Fig. 1: nets reached from selected ports
The bar under the picture is 20 um long.
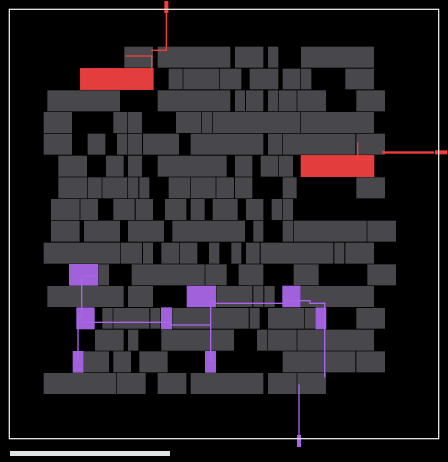
Fig. 2: supply network
The bar under the picture is 20 um long. Pins as bars on the die edge.
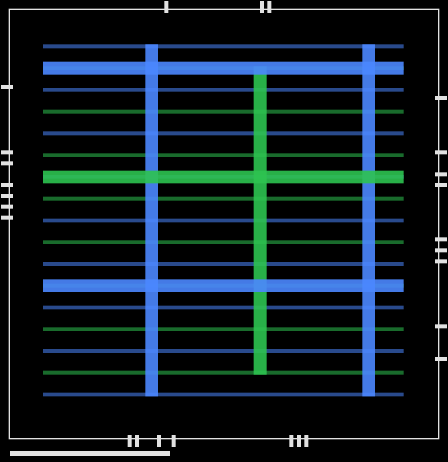
--- src/rtl/vend_dispense_arbiter_if.sv ---
// Bundle of request, grant and inventory signals between the vending
// front-ends (master) and the dispense arbiter (slave).
interface vend_dispense_arbiter_if #(
    parameter int N_REQ   = 2,
    parameter int STOCK_W = 4
) ();
    logic [N_REQ-1:0]   req_valid;
    logic [2*N_REQ-1:0] req_item;
    logic               restock;
    logic [N_REQ-1:0]   gnt;
    logic [N_REQ-1:0]   deny;
    logic [1:0]         motor;
    logic               busy;
    logic [1:0]         cur_state;
    logic [STOCK_W-1:0] stock_water;
    logic [STOCK_W-1:0] stock_coke;

    modport master (
        output req_valid, req_item, restock,
        input  gnt, deny, motor, busy, cur_state, stock_water, stock_coke
    );

    modport slave (
        input  req_valid, req_item, restock,
        output gnt, deny, motor, busy, cur_state, stock_water, stock_coke
    );
endinterface

--- src/rtl/vend_dispense_arbiter.sv ---
// Round-robin arbiter sharing one drink dispenser between N_REQ front-ends.
// Grants a vend when the requested item is in stock (driving the motor for
// DISP_CYCLES cycles), otherwise denies; follows every decision with a
// single cooldown cycle. Keeps per-item stock counters with restock reload.
module vend_dispense_arbiter #(
    parameter int N_REQ       = 2,
    parameter int DISP_CYCLES = 4,
    parameter int STOCK_W     = 4,
    parameter int STOCK_INIT  = 3
) (
    input  logic                   clk,
    input  logic                   rst,
    vend_dispense_arbiter_if.slave bus
);
    localparam int PTR_W = $clog2(N_REQ);
    localparam int CNT_W = (DISP_CYCLES > 1) ? $clog2(DISP_CYCLES) : 1;
    localparam logic [1:0] ITEM_NONE  = 2'b00;
    localparam logic [1:0] ITEM_WATER = 2'b01;
    localparam logic [1:0] ITEM_COKE  = 2'b10;
    localparam logic [N_REQ-1:0] ONE_HOT0 = {{(N_REQ-1){1'b0}}, 1'b1};

    typedef enum logic [1:0] {
        IDLE     = 2'b00,
        DISPENSE = 2'b01,
        COOLDOWN = 2'b10
    } state_t;

    state_t             state_reg, state_next;
    logic [PTR_W-1:0]   ptr_reg, ptr_next;
    logic [CNT_W-1:0]   cnt_reg, cnt_next;
    logic [1:0]         item_reg, item_next;
    logic [N_REQ-1:0]   gnt_reg, gnt_next;
    logic [N_REQ-1:0]   deny_reg, deny_next;
    logic [1:0]         motor_reg, motor_next;
    logic               busy_reg, busy_next;
    logic [STOCK_W-1:0] water_reg, water_next;
    logic [STOCK_W-1:0] coke_reg, coke_next;

    logic [1:0]         item_arr [N_REQ];
    logic               found;
    logic [PTR_W-1:0]   winner;
    logic [1:0]         win_item;
    logic               item_ok;
    logic               dec_water;
    logic               dec_coke;
    int                 idx_tmp;

    // Split the packed item bus into one code per requester.
    genvar gi;
    generate
        for (gi = 0; gi < N_REQ; gi++) begin : g_item
            assign item_arr[gi] = bus.req_item[2*gi+1 -: 2];
        end
    endgenerate

    // Round-robin search: the lowest offset from ptr with a pending request wins.
    always_comb begin
        found   = 1'b0;
        winner  = '0;
        idx_tmp = 0;
        for (int k = N_REQ - 1; k >= 0; k--) begin
            idx_tmp = int'(ptr_reg) + k;
            if (idx_tmp >= N_REQ) idx_tmp = idx_tmp - N_REQ;
            if (bus.req_valid[idx_tmp]) begin
                found  = 1'b1;
                winner = PTR_W'(idx_tmp);
            end
        end
        win_item = item_arr[winner];
        item_ok  = ((win_item == ITEM_WATER) && (water_reg != '0)) ||
                   ((win_item == ITEM_COKE)  && (coke_reg  != '0));
    end

    // FSM next-state, grant/deny pulses, motor drive and stock bookkeeping.
    always_comb begin
        state_next = state_reg;
        ptr_next   = ptr_reg;
        cnt_next   = cnt_reg;
        item_next  = item_reg;
        gnt_next   = '0;
        deny_next  = '0;
        dec_water  = 1'b0;
        dec_coke   = 1'b0;
        case (state_reg)
            IDLE: begin
                if (found) begin
                    ptr_next = (int'(winner) == N_REQ - 1) ? '0 : winner + 1'b1;
                    if (item_ok) begin
                        gnt_next   = ONE_HOT0 << winner;
                        item_next  = win_item;
                        cnt_next   = CNT_W'(DISP_CYCLES - 1);
                        state_next = DISPENSE;
                        dec_water  = (win_item == ITEM_WATER);
                        dec_coke   = (win_item == ITEM_COKE);
                    end else begin
                        deny_next  = ONE_HOT0 << winner;
                        state_next = COOLDOWN;
                    end
                end
            end
            DISPENSE: begin
                if (cnt_reg == '0) state_next = COOLDOWN;
                else               cnt_next   = cnt_reg - 1'b1;
            end
            COOLDOWN: state_next = IDLE;
            default:  state_next = IDLE;
        endcase
        motor_next = (state_next == DISPENSE) ? item_next : ITEM_NONE;
        busy_next  = (state_next != IDLE);
        if (bus.restock) begin
            water_next = dec_water ? STOCK_W'(STOCK_INIT - 1) : STOCK_W'(STOCK_INIT);
            coke_next  = dec_coke  ? STOCK_W'(STOCK_INIT - 1) : STOCK_W'(STOCK_INIT);
        end else begin
            water_next = water_reg - STOCK_W'(dec_water);
            coke_next  = coke_reg  - STOCK_W'(dec_coke);
        end
    end

    // State and output registers; reset drops any vend in flight and refills stock.
    always_ff @(posedge clk or posedge rst) begin
        if (rst) begin
            state_reg <= IDLE;
            ptr_reg   <= '0;
            cnt_reg   <= '0;
            item_reg  <= ITEM_NONE;
            gnt_reg   <= '0;
            deny_reg  <= '0;
            motor_reg <= ITEM_NONE;
            busy_reg  <= 1'b0;
            water_reg <= STOCK_W'(STOCK_INIT);
            coke_reg  <= STOCK_W'(STOCK_INIT);
        end else begin
            state_reg <= state_next;
            ptr_reg   <= ptr_next;
            cnt_reg   <= cnt_next;
            item_reg  <= item_next;
            gnt_reg   <= gnt_next;
            deny_reg  <= deny_next;
            motor_reg <= motor_next;
            busy_reg  <= busy_next;
            water_reg <= water_next;
            coke_reg  <= coke_next;
        end
    end

    assign bus.gnt         = gnt_reg;
    assign bus.deny        = deny_reg;
    assign bus.motor       = motor_reg;
    assign bus.busy        = busy_reg;
    assign bus.cur_state   = state_reg;
    assign bus.stock_water = water_reg;
    assign bus.stock_coke  = coke_reg;
endmodule

--- src/flat_wrapper.sv ---
// flat-port wrapper written by rule: the top's interface ports become plain ports
module vend_dispense_arbiter_flat 
#(
    parameter int N_REQ       = 2,
    parameter int DISP_CYCLES = 4,
    parameter int STOCK_W     = 4,
    parameter int STOCK_INIT  = 3
)
  (clk, rst, bus_req_valid, bus_req_item, bus_restock, bus_gnt, bus_deny, bus_motor, bus_busy, bus_cur_state, bus_stock_water, bus_stock_coke);
  vend_dispense_arbiter_if #(.N_REQ(N_REQ), .STOCK_W(STOCK_W)) bus_i ();
  input  logic clk;
  input  logic rst;
  input wire logic [$bits(bus_i.req_valid)-1:0] bus_req_valid;
  input wire logic [$bits(bus_i.req_item)-1:0] bus_req_item;
  input wire logic [$bits(bus_i.restock)-1:0] bus_restock;
  output wire logic [$bits(bus_i.gnt)-1:0] bus_gnt;
  output wire logic [$bits(bus_i.deny)-1:0] bus_deny;
  output wire logic [$bits(bus_i.motor)-1:0] bus_motor;
  output wire logic [$bits(bus_i.busy)-1:0] bus_busy;
  output wire logic [$bits(bus_i.cur_state)-1:0] bus_cur_state;
  output wire logic [$bits(bus_i.stock_water)-1:0] bus_stock_water;
  output wire logic [$bits(bus_i.stock_coke)-1:0] bus_stock_coke;
  assign bus_i.req_valid = bus_req_valid;
  assign bus_i.req_item = bus_req_item;
  assign bus_i.restock = bus_restock;
  assign bus_gnt = bus_i.gnt;
  assign bus_deny = bus_i.deny;
  assign bus_motor = bus_i.motor;
  assign bus_busy = bus_i.busy;
  assign bus_cur_state = bus_i.cur_state;
  assign bus_stock_water = bus_i.stock_water;
  assign bus_stock_coke = bus_i.stock_coke;
  vend_dispense_arbiter #(.N_REQ(N_REQ), .DISP_CYCLES(DISP_CYCLES), .STOCK_W(STOCK_W), .STOCK_INIT(STOCK_INIT)) u_core (.clk(clk), .rst(rst), .bus(bus_i));
endmodule
--- config.mk ---
export PLATFORM = sky130hd
export DESIGN_NAME = vend_dispense_arbiter_flat
export DESIGN_NICKNAME = d
export VERILOG_FILES = /design/src/rtl/vend_dispense_arbiter_if.sv /design/src/rtl/vend_dispense_arbiter.sv /design/src/flat_wrapper.sv
export SDC_FILE = /design/constraint.sdc
export NUM_CORES = 1
export LEC_CHECK = 0
export CAP_MARGIN = 20
export CORE_MARGIN = 4
export CORE_UTILIZATION = 51
export CTS_CLUSTER_DIAMETER = 40
export DETAILED_ROUTE_END_ITERATION = 12
export PLACE_DENSITY_LB_ADDON = 0.08
export SETUP_SLACK_MARGIN = 0.1
export SLEW_MARGIN = 15
export SYNTH_ARGS = -nofsm -noshare
export SYNTH_HDL_FRONTEND = slang
export SYNTH_SLANG_ARGS = --single-unit
--- constraint.sdc ---
create_clock -name clk -period 2.8 [get_ports clk]
set_input_delay 0.42 -clock clk [delete_from_list [all_inputs] [get_ports clk]]
set_output_delay 0.42 -clock clk [all_outputs]
set_load 0.03 [all_outputs]
==> flow_summary.json <==
{
  "status": "complete, no violations",
  "p_per_area_mw_per_mm2": 922,
  "drtIter0Drc": 22,
  "rows": 16,
  "netlist_instances": 101,
  "p_seq_mw": 0.479,
  "htree_levels": 1,
  "hold_buffers": 0,
  "worst-path-buf-inv": 1,
  "design_area_mm2": 0.00140,
  "critPathLaunchType": "register",
  "taps": 27,
  "worstPathCellList": "clkdlybuf4s50_1",
  "clkPwrFrac_pct": 19.0,
  "globalRouteMet2Util_pct": 28.4,
  "ios": 26,
  "p_leak_nw": 0.659,
  "clock_skew_ps": 2.99,
  "grt.overflow.total": 0,
  "fin_nets": 145,
  "timing.final.ws_setup_ps": 822,
  "fp.coreArea_mm2": 0.00196,
  "ys_seq_share_pct": 52.6,
  "n_fill_cell": 155,
  "yosys_warnings": 0,
  "tightest_slew_ps": 792,
  "clkTransAtPathRegs_ps": 120,
  "met1_length_um": 877,
  "routedWlPerCell_um": 13.4,
  "buf_share_pct": 18.5,
  "routed_wl_mm": 2.10,
  "highest_layer": "met4",
  "comb_cell_power_mw": 0.564,
  "internal-power_mw": 0.793,
  "grt_pass1_vias": 807,
  "swShare_pct": 38.4,
  "fp_util_pct": 53.8,
  "clock_path_buffers": 2
}
## Picture notes: Fig. 1
[bus_restock] purple | bits: 1 | direction: input | end cells: 8 | wire: 69.9 um
[bus_motor] red | bits: 2 | direction: output | end cells: 2 | wire: 22.2 um

## Picture notes: Fig. 2
[VDD] green
[VSS] blue
rows: 16
met4 straps: 3
signal pins: 26
met5 straps: 3

==> layout by cell type, fill, tap and decap left out, drive strengths merged, types with 2 or more instances in the layout <==
| master | synthesis | final |
|---|---|---|
| clkbuf | 1 | 3 |
| o21ai | 6 | 6 |
| xor2 | 2 | 2 |
| dfstp | 4 | 4 |
| or3 | 2 | 2 |
| clkdlybuf4s50 | 0 | 25 |
| nand2 | 6 | 6 |
| mux2i | 3 | 3 |
| nor2 | 13 | 13 |
| ha | 5 | 5 |
| a211oi | 2 | 2 |
| xnor2 | 2 | 2 |
| dfrtp | 18 | 18 |
| o22ai | 4 | 4 |
| nand2b | 5 | 5 |
| a21oi | 4 | 4 |
| inv | 11 | 11 |
| nor3 | 2 | 2 |
==> kinds of logic (layout without fill, tap and decap cells) <==
family / count (synthesis) / after routing / share of synthesized area (%)
mux: 3 / 3 / 2.84
fa+ha+maj: 5 / 5 / 5.92
flops: 22 / 22 / 52.6
compound gates: 20 / 20 / 12.8
simple gates: 35 / 35 / 18.2
xor+xnor: 4 / 4 / 3.32
buf+inv: 12 / 41 / 4.27
==> path summary, 6_finish.rpt <==
kind,startpoint,to,slack (ps),depth (start not counted)
max in group asynchronous,rst,u_core.bus.cur_state[0]$_DFF_PP0_,1770,2
setup / recovery,u_core.bus.stock_coke[1]$_DFF_PP1_,bus_stock_coke[1],820,1
min in group asynchronous,rst,u_core.bus.deny[1]$_DFF_PP0_,540,2
setup reg to reg,u_core.bus.stock_coke[0]$_DFF_PP1_,u_core.bus.stock_coke[2]$_DFF_PP0_,970,6
hold / removal,u_core.cnt_reg[1]$_DFFE_PP0P_,u_core.cnt_reg[1]$_DFFE_PP0P_,520,1
hold reg to reg,u_core.cnt_reg[1]$_DFFE_PP0P_,u_core.cnt_reg[1]$_DFFE_PP0P_,520,1
